[src/rtl/delay_pkg.sv]
`default_nettype none
// ============================================================================
//  Module      : delay_pkg
//  Description : Shared types and helpers for the delay-line controller:
//                controller state encoding, default widths and the delay
//                clamp applied when a delay request is accepted.
//  Revision    : 1.0  initial release
// ============================================================================
package delay_pkg;

    localparam int DEF_ADDR_W = 16;
    localparam int DEF_DATA_W = 16;

    // Width the clamp helper works in; callers zero-extend into it.
    localparam int CLAMP_W    = 32;

    typedef enum logic [1:0] {
        ST_PRIME = 2'd0,
        ST_RUN   = 2'd1,
        ST_MUTE  = 2'd2
    } state_e;

    // A zero delay would read the slot being written this sample, so it is
    // promoted to the shortest meaningful delay of one sample.
    function automatic logic [CLAMP_W-1:0] clamp_delay(input logic [CLAMP_W-1:0] req);
        return (req == '0) ? CLAMP_W'(1) : req;
    endfunction

endpackage
`default_nettype wire

[src/rtl/delay_line_ctrl_sat_counter.sv]
`default_nettype none
// ============================================================================
//  Module      : sat_counter
//  Description : Saturating counter with synchronous load. Counts up and
//                sticks at all-ones, or (DOWN=1) counts down and sticks at 0.
//                Load has priority over counting.
//  Revision    : 1.0  initial release
// ============================================================================
module sat_counter #(
    parameter int WIDTH = 8,
    parameter bit DOWN  = 1'b0
) (
    input  logic             clk,
    input  logic             rst_n,
    input  logic             en_i,
    input  logic             load_i,
    input  logic [WIDTH-1:0] load_val_i,
    output logic [WIDTH-1:0] count_o
);

    logic [WIDTH-1:0] count_q;
    logic [WIDTH-1:0] count_d;
    logic [WIDTH-1:0] w_step;
    logic             w_at_limit;

    generate
        if (DOWN) begin : g_down
            assign w_step     = count_q - WIDTH'(1);
            assign w_at_limit = (count_q == '0);
        end else begin : g_up
            assign w_step     = count_q + WIDTH'(1);
            assign w_at_limit = (count_q == '1);
        end
    endgenerate

    // Next count: load wins, otherwise step unless already at the limit.
    always_comb begin
        count_d = count_q;
        if (load_i) begin
            count_d = load_val_i;
        end else if (en_i && !w_at_limit) begin
            count_d = w_step;
        end
    end

    // Count register.
    always_ff @(posedge clk or negedge rst_n) begin
        if (!rst_n) begin
            count_q <= '0;
        end else begin
            count_q <= count_d;
        end
    end

    assign count_o = count_q;

endmodule
`default_nettype wire

[src/rtl/delay_line_ctrl.sv]
`default_nettype none
// ============================================================================
//  Module      : delay_line_ctrl
//  Description : Sequencing controller for a circular-buffer delay line on an
//                external dual-port RAM. Owns write/read pointers and RAM
//                enables, accepts delay changes over valid/ready, mutes output
//                until enough history exists and for a fixed window after
//                each delay change.
//  Revision    : 1.0  initial release
// ============================================================================
module delay_line_ctrl
    import delay_pkg::*;
#(
    parameter int ADDR_W        = DEF_ADDR_W,
    parameter int DATA_W        = DEF_DATA_W,
    parameter int DEFAULT_DELAY = 1,
    parameter int MUTE_LEN      = 32
) (
    input  logic              clk,
    input  logic              rst_n,
    input  logic              sample_en,
    input  logic [DATA_W-1:0] sample_in,
    input  logic [ADDR_W-1:0] delay_req,
    input  logic              delay_req_valid,
    output logic              delay_req_ready,
    output logic [ADDR_W-1:0] active_delay,
    output logic              ram_wr_en,
    output logic              ram_rd_en,
    output logic [ADDR_W-1:0] ram_wr_addr,
    output logic [ADDR_W-1:0] ram_rd_addr,
    output logic [DATA_W-1:0] ram_din,
    input  logic [DATA_W-1:0] ram_dout,
    output logic [DATA_W-1:0] out_sample,
    output logic              out_valid,
    output logic              muted
);

    localparam int MUTE_W = (MUTE_LEN < 1) ? 1 : $clog2(MUTE_LEN + 1);

    state_e              state_q, state_d;
    logic [ADDR_W-1:0]   wp_q;
    logic [ADDR_W-1:0]   active_delay_q, active_delay_d;
    logic                rd_pend_q;
    logic                live_q;
    logic [DATA_W-1:0]   out_sample_q;
    logic                out_valid_q;

    logic [ADDR_W-1:0]   w_fill_cnt;
    logic [MUTE_W-1:0]   w_mute_cnt;
    logic                w_fill_ok;
    logic                w_handshake;
    logic                w_mute_load;
    logic                w_mute_step;
    logic                w_live;
    logic [CLAMP_W-1:0]  w_clamp_full;
    logic [ADDR_W-1:0]   w_req_clamped;

    // ------------------------------------------------------------------
    // Delay request clamp
    // ------------------------------------------------------------------
    assign w_clamp_full  = clamp_delay(CLAMP_W'(delay_req));
    assign w_req_clamped = w_clamp_full[ADDR_W-1:0];

    generate
        if (ADDR_W < CLAMP_W) begin : g_clamp_hi
            // Upper bits are always zero for a zero-extended request.
            logic w_unused_clamp_hi;
            assign w_unused_clamp_hi = ^w_clamp_full[CLAMP_W-1:ADDR_W];
        end
    endgenerate

    // ------------------------------------------------------------------
    // Counters: history fill level and post-change mute window
    // ------------------------------------------------------------------
    sat_counter #(
        .WIDTH (ADDR_W),
        .DOWN  (1'b0)
    ) u_fill_cnt (
        .clk        (clk),
        .rst_n      (rst_n),
        .en_i       (sample_en),
        .load_i     (1'b0),
        .load_val_i ('0),
        .count_o    (w_fill_cnt)
    );

    sat_counter #(
        .WIDTH (MUTE_W),
        .DOWN  (1'b1)
    ) u_mute_cnt (
        .clk        (clk),
        .rst_n      (rst_n),
        .en_i       (w_mute_step),
        .load_i     (w_mute_load),
        .load_val_i (MUTE_W'(MUTE_LEN)),
        .count_o    (w_mute_cnt)
    );

    assign w_fill_ok       = (w_fill_cnt >= active_delay_q);
    assign delay_req_ready = (state_q != ST_MUTE);
    assign w_handshake     = delay_req_valid && delay_req_ready;
    assign w_mute_load     = w_handshake;
    assign w_mute_step     = sample_en && (state_q == ST_MUTE);

    // A sample is live if we are running, or priming and this very sample
    // completes the required history.
    assign w_live = (state_q == ST_RUN) || ((state_q == ST_PRIME) && w_fill_ok);

    // Next state and delay: strobe-driven transitions, handshake forces MUTE.
    always_comb begin
        state_d        = state_q;
        active_delay_d = active_delay_q;
        if (sample_en) begin
            case (state_q)
                ST_PRIME: if (w_fill_ok) state_d = ST_RUN;
                ST_MUTE:  if (w_mute_cnt <= MUTE_W'(1)) state_d = w_fill_ok ? ST_RUN : ST_PRIME;
                default:  state_d = state_q;
            endcase
        end
        if (w_handshake) begin
            state_d        = ST_MUTE;
            active_delay_d = w_req_clamped;
        end
    end

    // State, pointer and delay registers.
    always_ff @(posedge clk or negedge rst_n) begin
        if (!rst_n) begin
            state_q        <= ST_PRIME;
            wp_q           <= '0;
            active_delay_q <= ADDR_W'(DEFAULT_DELAY);
        end else begin
            state_q        <= state_d;
            active_delay_q <= active_delay_d;
            if (sample_en) begin
                wp_q <= wp_q + ADDR_W'(1);
            end
        end
    end

    // Output pipeline: note the read in T, capture RAM data at end of T+1.
    always_ff @(posedge clk or negedge rst_n) begin
        if (!rst_n) begin
            rd_pend_q    <= 1'b0;
            live_q       <= 1'b0;
            out_sample_q <= '0;
            out_valid_q  <= 1'b0;
        end else begin
            rd_pend_q   <= sample_en;
            out_valid_q <= rd_pend_q;
            if (sample_en) begin
                live_q <= w_live;
            end
            if (rd_pend_q) begin
                out_sample_q <= live_q ? ram_dout : '0;
            end
        end
    end

    // ------------------------------------------------------------------
    // Outputs
    // ------------------------------------------------------------------
    assign ram_wr_en    = sample_en;
    assign ram_rd_en    = sample_en;
    assign ram_wr_addr  = wp_q;
    assign ram_rd_addr  = wp_q - active_delay_q;
    assign ram_din      = sample_in;
    assign active_delay = active_delay_q;
    assign out_sample   = out_sample_q;
    assign out_valid    = out_valid_q;
    assign muted        = (state_q != ST_RUN);

endmodule
`default_nettype wire
[config.mk]
export PLATFORM = sky130hd
export DESIGN_NAME = delay_line_ctrl
export DESIGN_NICKNAME = d
export VERILOG_FILES = /design/src/rtl/delay_pkg.sv /design/src/rtl/delay_line_ctrl_sat_counter.sv /design/src/rtl/delay_line_ctrl.sv
export SDC_FILE = /design/constraint.sdc
export NUM_CORES = 1
export LEC_CHECK = 0
export ABC_CLOCK_PERIOD_IN_PS = 3200
export CORE_MARGIN = 1.5
export CORE_UTILIZATION = 37
export CTS_CLUSTER_DIAMETER = 150
export DETAILED_ROUTE_END_ITERATION = 8
export HOLD_SLACK_MARGIN = 0.02
export PLACE_DENSITY = 0.77
export SYNTH_ARGS = -nofsm -noshare
export SYNTH_HDL_FRONTEND = slang
export SYNTH_SLANG_ARGS = --single-unit
export TNS_END_PERCENT = 50
[constraint.sdc]
create_clock -name clk -period 3.2 [get_ports clk]
set_input_delay 0.64 -clock clk [delete_from_list [all_inputs] [get_ports clk]]
set_output_delay 0.64 -clock clk [all_outputs]
set_load 0.02 [all_outputs]
==> changes_impl.md, run 1 <==
### Metrics

- Maxcap violations: 0
- Adder share: 10.8%
- VDD IR-drop max: 0.528 mV
- FF-to-FF path depth: 9
- Area-dominant class: combinational gates
- Reg area: 1880 sq um
- M1 GR Usage: 22.5%
- Post-synth top cells: 74 x dfrtp_1, 47 x nand2_1, 43 x inv_1, 43 x o21ai_0, 36 x ha_1
- Post-Syn Nets: 557
- Postcts setup bufs: 0
- Post-route setup slack: -0.0140 ns
- Root Driver: clkbuf_16
- Max-slew violations: 0
- Global route overflow: 0
- Synth area leader: dfrtp_1
- Failing checks: negative setup slack
- Combinational share of power: 57.8%
- And-or/or-and share of the synthesized area: 13.2%
- Pwr top: combinational logic
- Tightest Hold Check Type: input port to asynchronous set/reset pin
- Pre-Place Util: 38.1%
- Worst-Skew Late Latency: 0.34 ns
- Max-area cell share: 42.4%
- Reg-to-reg setup timing slack: 1.09 ns
- Via count: 3743
- Area of the mapped netlist: 4370 sq um
- Worst path top cell family by delay: AND-OR/OR-AND gates
- # clk buffers: 10
- Tmin final: 3.21 ns
- Worst stage delay on the critical path: 0.53 ns
- Registers, synthesis: 75
- Fin nets: 675
- Status: complete, but fails checks
- Initial antenna violation count: 0
- Clk cell area share: 4.51%
- Drt total wl: 11.3 mm
- Layout cells sized above 1: 12.7%
- Cell area leaders: dfrtp_1 42%, ha_1 10%, xnor2_1 6.4%
- Cell mode on critical path: buf_4
- Met3 GRT Util: 4.84%
- Clk slew on worst S/H paths: 0.06 ns
- Multi-input gates: 322
- Setup-failing EPs final: 1
- GRT Util Overall: 18.4%
- Sequential power: 0.00139 W
- Resized cells post-CTS: 38
- OpenROAD warnings: 30
- Top Usage Layer GRT: met2
- Finished Cell Area: 5970 sq um
- Mapped Cells: 468
- P_clk: 0.000927 W
- Crit path to: ram_rd_addr[15]
- TAP cells: 143
- Clk_skew: 0.00422 ns
- Longest Clk Path Bufs: 2
- Non-clock buffer share: 20.9%
- Area growth, synth to finish: 36.7%
- Syn. warnings: 0
- Cell Chain, Critical Path: ha_2 > nor2b_4 > o31a_1 > o41ai_2 > buf_4 > o21ai_2 > a311oi_2 > xnor2_1 > buf_4
- Logic area: 2230 sq um
- Bufs and invs on worst path: 2
- Yosys cell count: 468
- Crit start category: register
- CP Depth: 9
- Count of library flops with an enable pin: 0
- Combinational fraction of the cell area: 37.4%
- Post-synth cell types: 46
- Uppermost routed layer: met4
- Die width: 112 um
- Synth Seq Share: 43.0%
- Post-layout util: 52.0%
- Worst-Margin Slew: 0.878 ns
- Slew margin rel.: 41.5%
- Cts bufs inserted: 9
- Via/cell ratio: 5.11
- Asr flop ratio synth: 100%
- Remaining antenna violation count after routing: 0
- Clock power share: 16.9%
- H-tree levels: 3
- First DRT Iteration DRCs: 156
- Flop pwr share: 25.3%
- Die Area: 12500 sq um
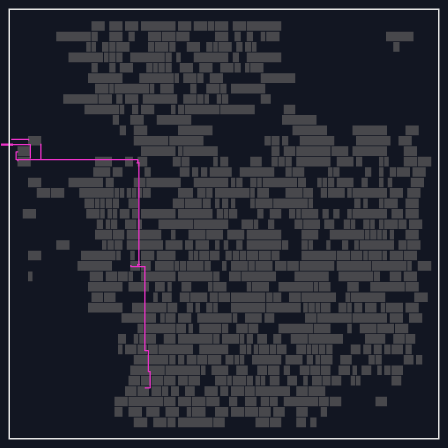
*Nets reached from selected ports, run 1*
legend:
  ram_rd_en:
    colour: magenta
    bits: 1
    direction: output
    end_cells: 0
    wire: 118 um
Ports: 137
number of port buffers: 104

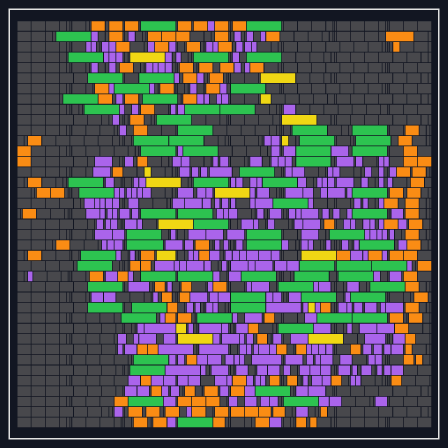
*Placement by cell class, run 1*
Fill, decap, tap and diode cells in grey.
legend:
  clock drivers and dummy loads:
    colour: yellow
    cells: 15
    share_of_their_area: 4.6%
  registers:
    colour: green
    cells: 75
    share_of_their_area: 32%
  remaining logic cells:
    colour: purple
    cells: 365
    share_of_their_area: 41%
  remaining buffers and delay cells:
    colour: orange
    cells: 135
    share_of_their_area: 22%

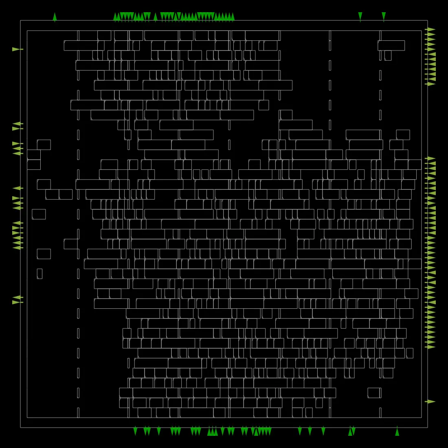
*Placement view, run 1*
Finished Layout Cells: 733
row count: 39
Flop Count: 75
total core area: 11500 sq um

--- run 2 (diff from run 1) ---
Settings changed: SLEW_MARGIN set to 20.
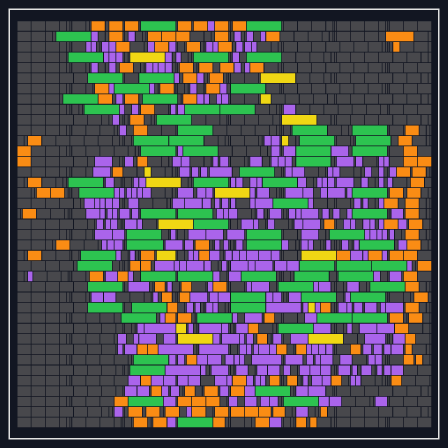
*Placement by cell class, run 2*
Fill, decap, tap and diode cells in grey.
legend:
  remaining buffers and delay cells:
    colour: orange
    cells: 135
    share_of_their_area: 22%
  registers:
    colour: green
    cells: 75
    share_of_their_area: 32%
  remaining logic cells:
    colour: purple
    cells: 365
    share_of_their_area: 41%
  clock drivers and dummy loads:
    colour: yellow
    cells: 15
    share_of_their_area: 4.6%
Finished Cell Area: 5970 sq um
post-layout util: 52.0%
fraction of area in registers: 31.5%

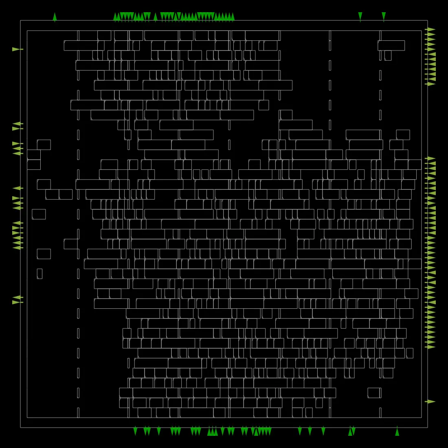
*Placement view, run 2*
TAP cells: 143
Layout fillers: 1017

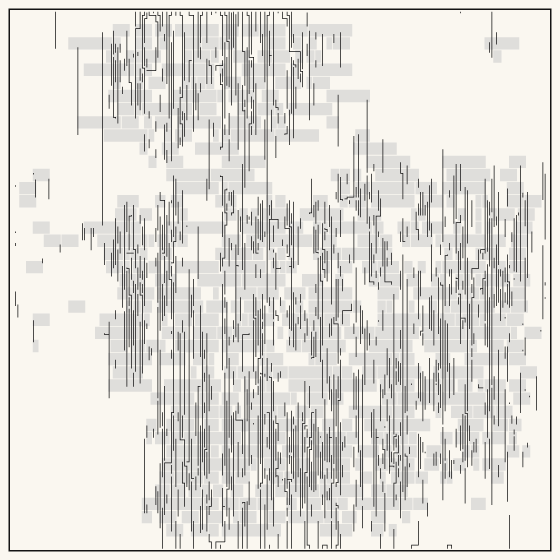
*The metal 2 layer, run 2*
wire length on this layer: 5520 um
nets with wire on the layer: 584
share of all routed wire: 49%

==> changes_impl.md, run 2 <==
### Metrics

- Setup-failing EPs final: 1 (unchanged)
- Reg-to-reg setup timing slack: 1.09 ns (about the same)
- Failing checks: negative setup slack
- Area of the mapped netlist: 4370 sq um (unchanged)
- VDD IR-drop max: 0.528 mV (unchanged)
- Worst path top cell family by delay: AND-OR/OR-AND gates
- Flop pwr share: 25.3% (about the same)
- Finished Layout Cells: 733 (unchanged)
- Layout cells sized above 1: 12.7% (unchanged)
- Uppermost routed layer: met4
- # clk buffers: 10 (unchanged)
- Non-clock buffer share: 20.9% (unchanged)
- Logic area: 2230 sq um (unchanged)
- Post-route setup slack: -0.0140 ns (unchanged)
- Postcts setup bufs: 0 (unchanged)
- Syn. warnings: 0 (unchanged)
- Mapped Cells: 468 (unchanged)
- OpenROAD warnings: 30 (unchanged)
- Max-slew violations: 0 (unchanged)
- CP Depth: 9 (unchanged)
- Count of library flops with an enable pin: 0 (unchanged)
- Remaining antenna violation count after routing: 0 (unchanged)
- Root Driver: clkbuf_16
- Top Usage Layer GRT: met2
- Post-synth cell types: 46 (unchanged)
- Sequential power: 0.00139 W (about the same)
- Registers, synthesis: 75 (unchanged)
- Row count: 39 (unchanged)
- Crit start category: register
- Max-area cell share: 42.4% (unchanged)
- Xor-xnor portion of the synthesized cell area: 8.83%
- Reg area: 1880 sq um (unchanged)
- Clk slew on worst S/H paths: 0.06 ns (about the same)
- Die width: 112 um (unchanged)
- GRT Util Overall: 18.4% (unchanged)
- Global route overflow: 0 (unchanged)
- Post-Syn Nets: 557 (unchanged)
- Flop Count: 75 (unchanged)
- Slew margin rel.: 41.5% (unchanged)
- H-tree levels: 3 (unchanged)
- Cell area leaders: dfrtp_1 42%, ha_1 10%, xnor2_1 6.4%
- Pwr top: combinational logic
- P_clk: 0.000927 W (about the same)
- Cell mode on critical path: buf_4
- Status: complete, but fails checks
- Tightest Hold Check Type: input port to asynchronous set/reset pin
- First DRT Iteration DRCs: 156 (unchanged)
- Met3 GRT Util: 4.84% (unchanged)
- Die Area: 12500 sq um (unchanged)
- Worst stage delay on the critical path: 0.53 ns (about the same)
- Worst-Margin Slew: 0.878 ns (unchanged)
- Number of port buffers: 104 (unchanged)
- M1 GR Usage: 22.5% (unchanged)
- Multi-input gates: 322 (unchanged)
- Clk cell area share: 4.51% (unchanged)
- Post-synth top cells: 74 x dfrtp_1, 47 x nand2_1, 43 x inv_1, 43 x o21ai_0, 36 x ha_1
- Cell Chain, Critical Path: ha_2 > nor2b_4 > o31a_1 > o41ai_2 > buf_4 > o21ai_2 > a311oi_2 > xnor2_1 > buf_4
- Area growth, synth to finish: 36.7% (unchanged)
- And-or/or-and share of the synthesized area: 13.2% (unchanged)
- Asr flop ratio synth: 100% (unchanged)
- Worst-Skew Late Latency: 0.34 ns (about the same)
- Combinational fraction of the cell area: 37.4% (unchanged)
- Ports: 137 (unchanged)
- Combinational share of power: 57.8% (about the same)
- Fin nets: 675 (unchanged)
- Crit path to: ram_rd_addr[15]
- Yosys cell count: 468 (unchanged)
- Pre-Place Util: 38.1% (unchanged)
- Tmin final: 3.21 ns (unchanged)
- Synth area leader: dfrtp_1
- Resized cells post-CTS: 38 (unchanged)
Power is estimated from default activity; no workload was simulated.
